==> src/rtl/mipi_raw_pkg.sv <==
`default_nettype none
// ============================================================================
// Module   : mipi_raw_pkg
// Desc     : CSI-2 RAW data types, unpacker FSM states and data-type decode.
//            DT 0x2C decodes to RAW12 only when MIPI_RAW_UNPACK_RAW12_EN is set.
// Revision : 1.0 - initial release
// ============================================================================
package mipi_raw_pkg;

    localparam logic [5:0] DT_RAW8  = 6'h2A;
    localparam logic [5:0] DT_RAW10 = 6'h2B;
    localparam logic [5:0] DT_RAW12 = 6'h2C;

    typedef enum logic [1:0] {
        IDLE,
        ACTIVE,
        SKIP
    } unpack_state_t;

    typedef enum logic [1:0] {
        FMT_NONE,
        FMT_RAW8,
        FMT_RAW10,
        FMT_RAW12
    } raw_format_t;

    function automatic raw_format_t dt_to_format(input logic [5:0] dt);
        raw_format_t fmt;
        case (dt)
            DT_RAW8:  fmt = FMT_RAW8;
            DT_RAW10: fmt = FMT_RAW10;
`ifdef MIPI_RAW_UNPACK_RAW12_EN
            DT_RAW12: fmt = FMT_RAW12;
`endif
            default:  fmt = FMT_NONE;
        endcase
        return fmt;
    endfunction

endpackage

`default_nettype wire

==> src/rtl/mipi_raw_byte_buffer.sv <==
`default_nettype none
// ============================================================================
// Module   : mipi_raw_byte_buffer
// Desc     : 8-byte shift buffer; drops `consume` oldest bytes, then appends
//            `append` bytes from din in the same cycle. Byte [0] is oldest.
// Revision : 1.0 - initial release
// ============================================================================
module mipi_raw_byte_buffer #(
    parameter int NUM_BYTES = 4
) (
    input  logic                      clk,
    input  logic                      rst_n,
    input  logic                      clear,
    input  logic [3:0]                consume,
    input  logic [3:0]                append,
    input  logic [NUM_BYTES-1:0][7:0] din,
    output logic [7:0][7:0]           bytes,
    output logic [3:0]                fill
);

    logic [7:0][7:0] r_data;
    logic [3:0]      r_fill;
    logic [7:0][7:0] w_next;
    logic [3:0]      w_base;
    logic [2:0]      w_pos;

    always_comb begin
        w_next = r_data >> {consume, 3'b000};
        w_base = r_fill - consume;
        w_pos  = '0;
        for (int j = 0; j < NUM_BYTES; j++) begin
            w_pos = w_base[2:0] + 3'(j);
            if (4'(j) < append) begin
                w_next[w_pos] = din[j];
            end
        end
    end

    always_ff @(posedge clk or negedge rst_n) begin
        if (!rst_n) begin
            r_data <= '0;
            r_fill <= '0;
        end else if (clear) begin
            r_data <= '0;
            r_fill <= '0;
        end else begin
            r_data <= w_next;
            r_fill <= w_base + append;
        end
    end

    assign bytes = r_data;
    assign fill  = r_fill;

endmodule

`default_nettype wire

==> src/rtl/mipi_raw_unpacker.sv <==
`default_nettype none
// ============================================================================
// Module   : mipi_raw_unpacker
// Desc     : CSI-2 RAW8/RAW10 byte stream to MSB-aligned 4-pixel groups.
//            RAW12 path is built only with MIPI_RAW_UNPACK_RAW12_EN defined.
// Revision : 1.0 - initial release
// ============================================================================
module mipi_raw_unpacker
    import mipi_raw_pkg::*;
#(
    parameter int NUM_BYTES   = 4,
    parameter int PIXEL_WIDTH = 8
) (
    input  logic                        mipi_clk,
    input  logic                        resetn,
    input  logic [NUM_BYTES-1:0][7:0]   image_data,
    input  logic [5:0]                  image_data_type,
    input  logic                        image_data_enable,
    input  logic [15:0]                 word_count,
    input  logic                        line_start,
    input  logic                        frame_start,
    output logic [3:0][PIXEL_WIDTH-1:0] pixels,
    output logic [2:0]                  pixel_count,
    output logic                        pixel_valid,
    output logic                        align_err,
    output logic                        type_err
);

    localparam logic [3:0] c_num_bytes = 4'(NUM_BYTES);

    if (!(NUM_BYTES == 2 || NUM_BYTES == 4)) begin : g_bad_num_bytes
        $error("mipi_raw_unpacker: NUM_BYTES must be 2 or 4");
    end
    if (!(PIXEL_WIDTH == 8 || PIXEL_WIDTH == 10 || PIXEL_WIDTH == 12)) begin : g_bad_pixel_width
        $error("mipi_raw_unpacker: PIXEL_WIDTH must be 8, 10 or 12");
    end

    unpack_state_t   r_state;
    raw_format_t     r_fmt;
    logic [15:0]     r_count;

    logic [7:0][7:0] w_bytes;
    logic [3:0]      w_fill;
    logic [3:0]      w_take;
    logic [3:0]      w_consume;
    logic [3:0]      w_left;
    logic            w_clear;
    logic            w_sync;
    logic            w_intake;
    logic [15:0]     w_remaining;
    raw_format_t     w_in_fmt;
    logic [3:0][11:0] w_pix12;
    logic [2:0]      w_npix;
    logic            w_unused;

    assign w_sync   = line_start | frame_start;
    assign w_in_fmt = dt_to_format(image_data_type);
    assign w_unused = ^w_bytes[7:5];

    // Intake: the first word of a packet is counted against word_count directly.
    always_comb begin
        w_intake    = 1'b0;
        w_remaining = r_count;
        if (!w_sync && image_data_enable) begin
            if (r_state == IDLE && w_in_fmt != FMT_NONE) begin
                w_intake    = 1'b1;
                w_remaining = word_count;
            end else if (r_state == ACTIVE) begin
                w_intake = 1'b1;
            end
        end
        w_take = '0;
        if (w_intake) begin
            w_take = (w_remaining >= 16'(NUM_BYTES)) ? c_num_bytes : w_remaining[3:0];
        end
    end

    // Pixels are built 12 bits wide, MSB-aligned, then cut to PIXEL_WIDTH.
    always_comb begin
        w_pix12   = '0;
        w_npix    = '0;
        w_consume = '0;
        if (r_state == ACTIVE && !w_sync) begin
            case (r_fmt)
                FMT_RAW8: begin
                    w_consume = (w_fill >= c_num_bytes) ? c_num_bytes : w_fill;
                    for (int i = 0; i < NUM_BYTES; i++) begin
                        if (4'(i) < w_consume) begin
                            w_pix12[i] = {w_bytes[i], 4'h0};
                        end
                    end
                    w_npix = w_consume[2:0];
                end
                FMT_RAW10: begin
                    if (w_fill >= 4'd5) begin
                        w_consume = 4'd5;
                        w_npix    = 3'd4;
                        for (int i = 0; i < 4; i++) begin
                            w_pix12[i] = {w_bytes[i], w_bytes[4][2*i +: 2], 2'b00};
                        end
                    end
                end
`ifdef MIPI_RAW_UNPACK_RAW12_EN
                FMT_RAW12: begin
                    if (w_fill >= 4'd6) begin
                        w_consume  = 4'd6;
                        w_npix     = 3'd4;
                        w_pix12[0] = {w_bytes[0], w_bytes[2][3:0]};
                        w_pix12[1] = {w_bytes[1], w_bytes[2][7:4]};
                        w_pix12[2] = {w_bytes[3], w_bytes[5][3:0]};
                        w_pix12[3] = {w_bytes[4], w_bytes[5][7:4]};
                    end else if (w_fill >= 4'd3) begin
                        w_consume  = 4'd3;
                        w_npix     = 3'd2;
                        w_pix12[0] = {w_bytes[0], w_bytes[2][3:0]};
                        w_pix12[1] = {w_bytes[1], w_bytes[2][7:4]};
                    end
                end
`endif
                default: ;
            endcase
        end
    end

    assign w_left  = w_fill - w_consume;
    assign w_clear = w_sync || (r_state == ACTIVE && !image_data_enable);

    mipi_raw_byte_buffer #(
        .NUM_BYTES (NUM_BYTES)
    ) u_buffer (
        .clk     (mipi_clk),
        .rst_n   (resetn),
        .clear   (w_clear),
        .consume (w_consume),
        .append  (w_take),
        .din     (image_data),
        .bytes   (w_bytes),
        .fill    (w_fill)
    );

    always_ff @(posedge mipi_clk or negedge resetn) begin
        if (!resetn) begin
            r_state     <= IDLE;
            r_fmt       <= FMT_NONE;
            r_count     <= '0;
            pixels      <= '0;
            pixel_count <= '0;
            pixel_valid <= 1'b0;
            align_err   <= 1'b0;
            type_err    <= 1'b0;
        end else begin
            pixel_valid <= (w_npix != 3'd0);
            pixel_count <= w_npix;
            for (int i = 0; i < 4; i++) begin
                pixels[i] <= w_pix12[i][11 -: PIXEL_WIDTH];
            end

            if (frame_start) begin
                align_err <= 1'b0;
                type_err  <= 1'b0;
            end else if (!line_start) begin
                if (r_state == ACTIVE && !image_data_enable && w_left != 4'd0) begin
                    align_err <= 1'b1;
                end
                if (r_state == IDLE && image_data_enable && w_in_fmt == FMT_NONE) begin
                    type_err <= 1'b1;
                end
            end

            if (w_sync) begin
                r_state <= IDLE;
                r_count <= '0;
            end else begin
                if (w_intake) begin
                    r_count <= w_remaining - {12'd0, w_take};
                end
                case (r_state)
                    IDLE: begin
                        if (image_data_enable) begin
                            if (w_in_fmt != FMT_NONE) begin
                                r_state <= ACTIVE;
                                r_fmt   <= w_in_fmt;
                            end else begin
                                r_state <= SKIP;
                            end
                        end
                    end
                    ACTIVE, SKIP: begin
                        if (!image_data_enable) begin
                            r_state <= IDLE;
                        end
                    end
                    default: r_state <= IDLE;
                endcase
            end
        end
    end

endmodule

`default_nettype wire

==> config.mk <==
export PLATFORM = sky130hd
export DESIGN_NAME = mipi_raw_unpacker
export DESIGN_NICKNAME = d
export VERILOG_FILES = /design/src/rtl/mipi_raw_pkg.sv /design/src/rtl/mipi_raw_byte_buffer.sv /design/src/rtl/mipi_raw_unpacker.sv
export SDC_FILE = /design/constraint.sdc
export NUM_CORES = 1
export LEC_CHECK = 0
export ABC_AREA = 0
export CORE_UTILIZATION = 60
export CTS_BUF_LIST = sky130_fd_sc_hd__clkbuf_4
export CTS_CLUSTER_DIAMETER = 150
export DETAILED_ROUTE_END_ITERATION = 10
export PLACE_DENSITY_LB_ADDON = 0.2
export SYNTH_ARGS = -nofsm -noshare
export SYNTH_HDL_FRONTEND = slang
export SYNTH_SLANG_ARGS = --single-unit
==> constraint.sdc <==
create_clock -name mipi_clk -period 6.6 [get_ports mipi_clk]
set_clock_uncertainty 0.2 [all_clocks]
set_input_delay 1.32 -clock mipi_clk [delete_from_list [all_inputs] [get_ports mipi_clk]]
set_output_delay 1.32 -clock mipi_clk [all_outputs]
set_load 0.03 [all_outputs]
### Congestion heat map

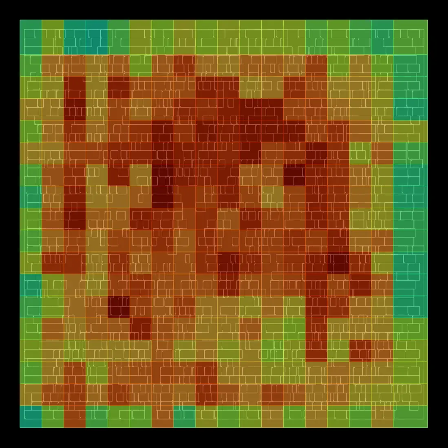
grt met3 use: 15.9%
Most Used Layer, Global Route: met1
met2 Use GR: 58.9%
post-layout util: 71.4%
gr usage total: 43.0%

### Close-up of the layout

Region (20, 84) to (45, 109) um. Cells in gray, sequential cells in the stronger gray; small squares are vias.
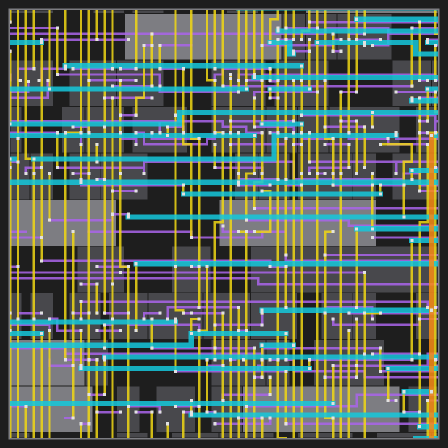
[cyan] met3
[purple] met1
[yellow] met2
[orange] met4
netlist names of flops here include: `u_buffer.bytes` (5)
sequential cells in the window: 5
cells with their middle in the window: 50
most frequent: nand2_1 (7), o221ai_1 (6), dfrtp_1 (5)

### Sizing map

Scale: 3 px per um.
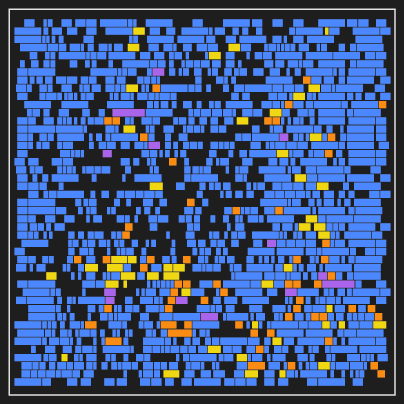
[orange] drive 3 to 4 | cells: 60
[purple] drive 6 and up | cells: 13
[yellow] drive 2 | cells: 48
[blue] drive 1 or less | cells: 1056
Design Area, Final: 11000 sq um
non-clock buffer count: 131
setup ws final: 0.783 ns
Area Growth Syn to Fin: 15.0%

sequential cells by signal (all words and copies together) (netlist names), 2 cells and up:
register,cells
u_buffer.fill,4
pixel_count,3
u_buffer.bytes,64
r_state,2
r_count,16
pixels,32
r_fmt,2
cell usage in the layout, fill, tap and decap left out, drive strengths merged, types with 17 or more instances in the layout:
cell	synthesis	layout
a211oi	36	36
a21oi	41	41
a221oi	26	26
a22oi	17	17
and2	31	31
and3	26	26
buf	44	36
clkbuf	48	17
clkdlybuf4s50	0	95
dfrtp	126	126
ha	18	18
inv	23	33
mux2	24	24
mux2i	72	72
nand2	109	109
nand3	35	35
nor2	69	69
nor3	21	21
nor4	22	22
o211ai	17	17
o21ai	74	74
o221ai	22	22
o22ai	31	31
==> flow_summary_export.csv <==
group,metric,value,unit
status,status,"complete, no violations",
flow_run,warnings,32,
setup_path,path_max_fanout,6,
power,p_sw,0.000474,W
power,p_seq,0.000776,W
placed_design,dp_hpwl,25300,um
floorplanning,fp_util,62.1,%
power,power.total,0.00155,W
power,p_per_area,141,nW/um^2
cells_and_area,insertedDiodeCount,2,
detailed_routing,wl_met1,14200,um
clock_network,cts_hold_buf,0,
floorplanning,core_area,15400,sq um
power,powerComb,0.000154,W
sta,fin_tns_setup,0,ns
setup_path,startpoint,"word_count[9]",
setup_path,cp.buffers_inverters,2,
sta,finalSetupViolCount,0,
clock_network,clock-root-buffer,"clkbuf_4",
floorplanning,die-height,128,um
sta,fmax,172,MHz
setup_path,worstSetupPathDepth,15,
setup_path,crit_path_end,"r_count[14]",
detailed_routing,wl_per_cell,24.9,um
clock_network,cts_max_level,4,
yosys,edf_count,0,
yosys,ys_top_logic_family,"AND-OR/OR-AND gates",
detailed_routing,via_per_inst,7.21,
yosys,synthCells,1106,
yosys,yosysMostFrequentCell,"dfrtp_1",
floorplanning,die_w,128,um
power,combPwrFrac,9.9,%
worst_hold_path,hold_path_end,"pixels[13]",
grt,grt_pass1_wl,53200,um
placed_design,numPortBuffers,96,
yosys,common_cells,"dfrtp_1 (126), nand2_1 (109), mux2i_1 (70), nor2_1 (68), o21ai_0 (63)",
placed_design,post-place-ws,0.354,ns
setup_path,required,6.92,ns
clock_network,clk_path_buf_depth,2,
yosys,yosys_warnings,0,
detailed_routing,drt_iter0_drc,1909,
yosys,ys_seq_share,33.0,%
floorplanning,ioPinCount,97,
clock_network,cts_resized,0,
power,pg_clk,0.000622,W
setup_path,r2r-start,"r_fmt[1]",
cells_and_area,clkbuf_count,17,
No activity file was given, so power comes from the tool's default toggle rates.
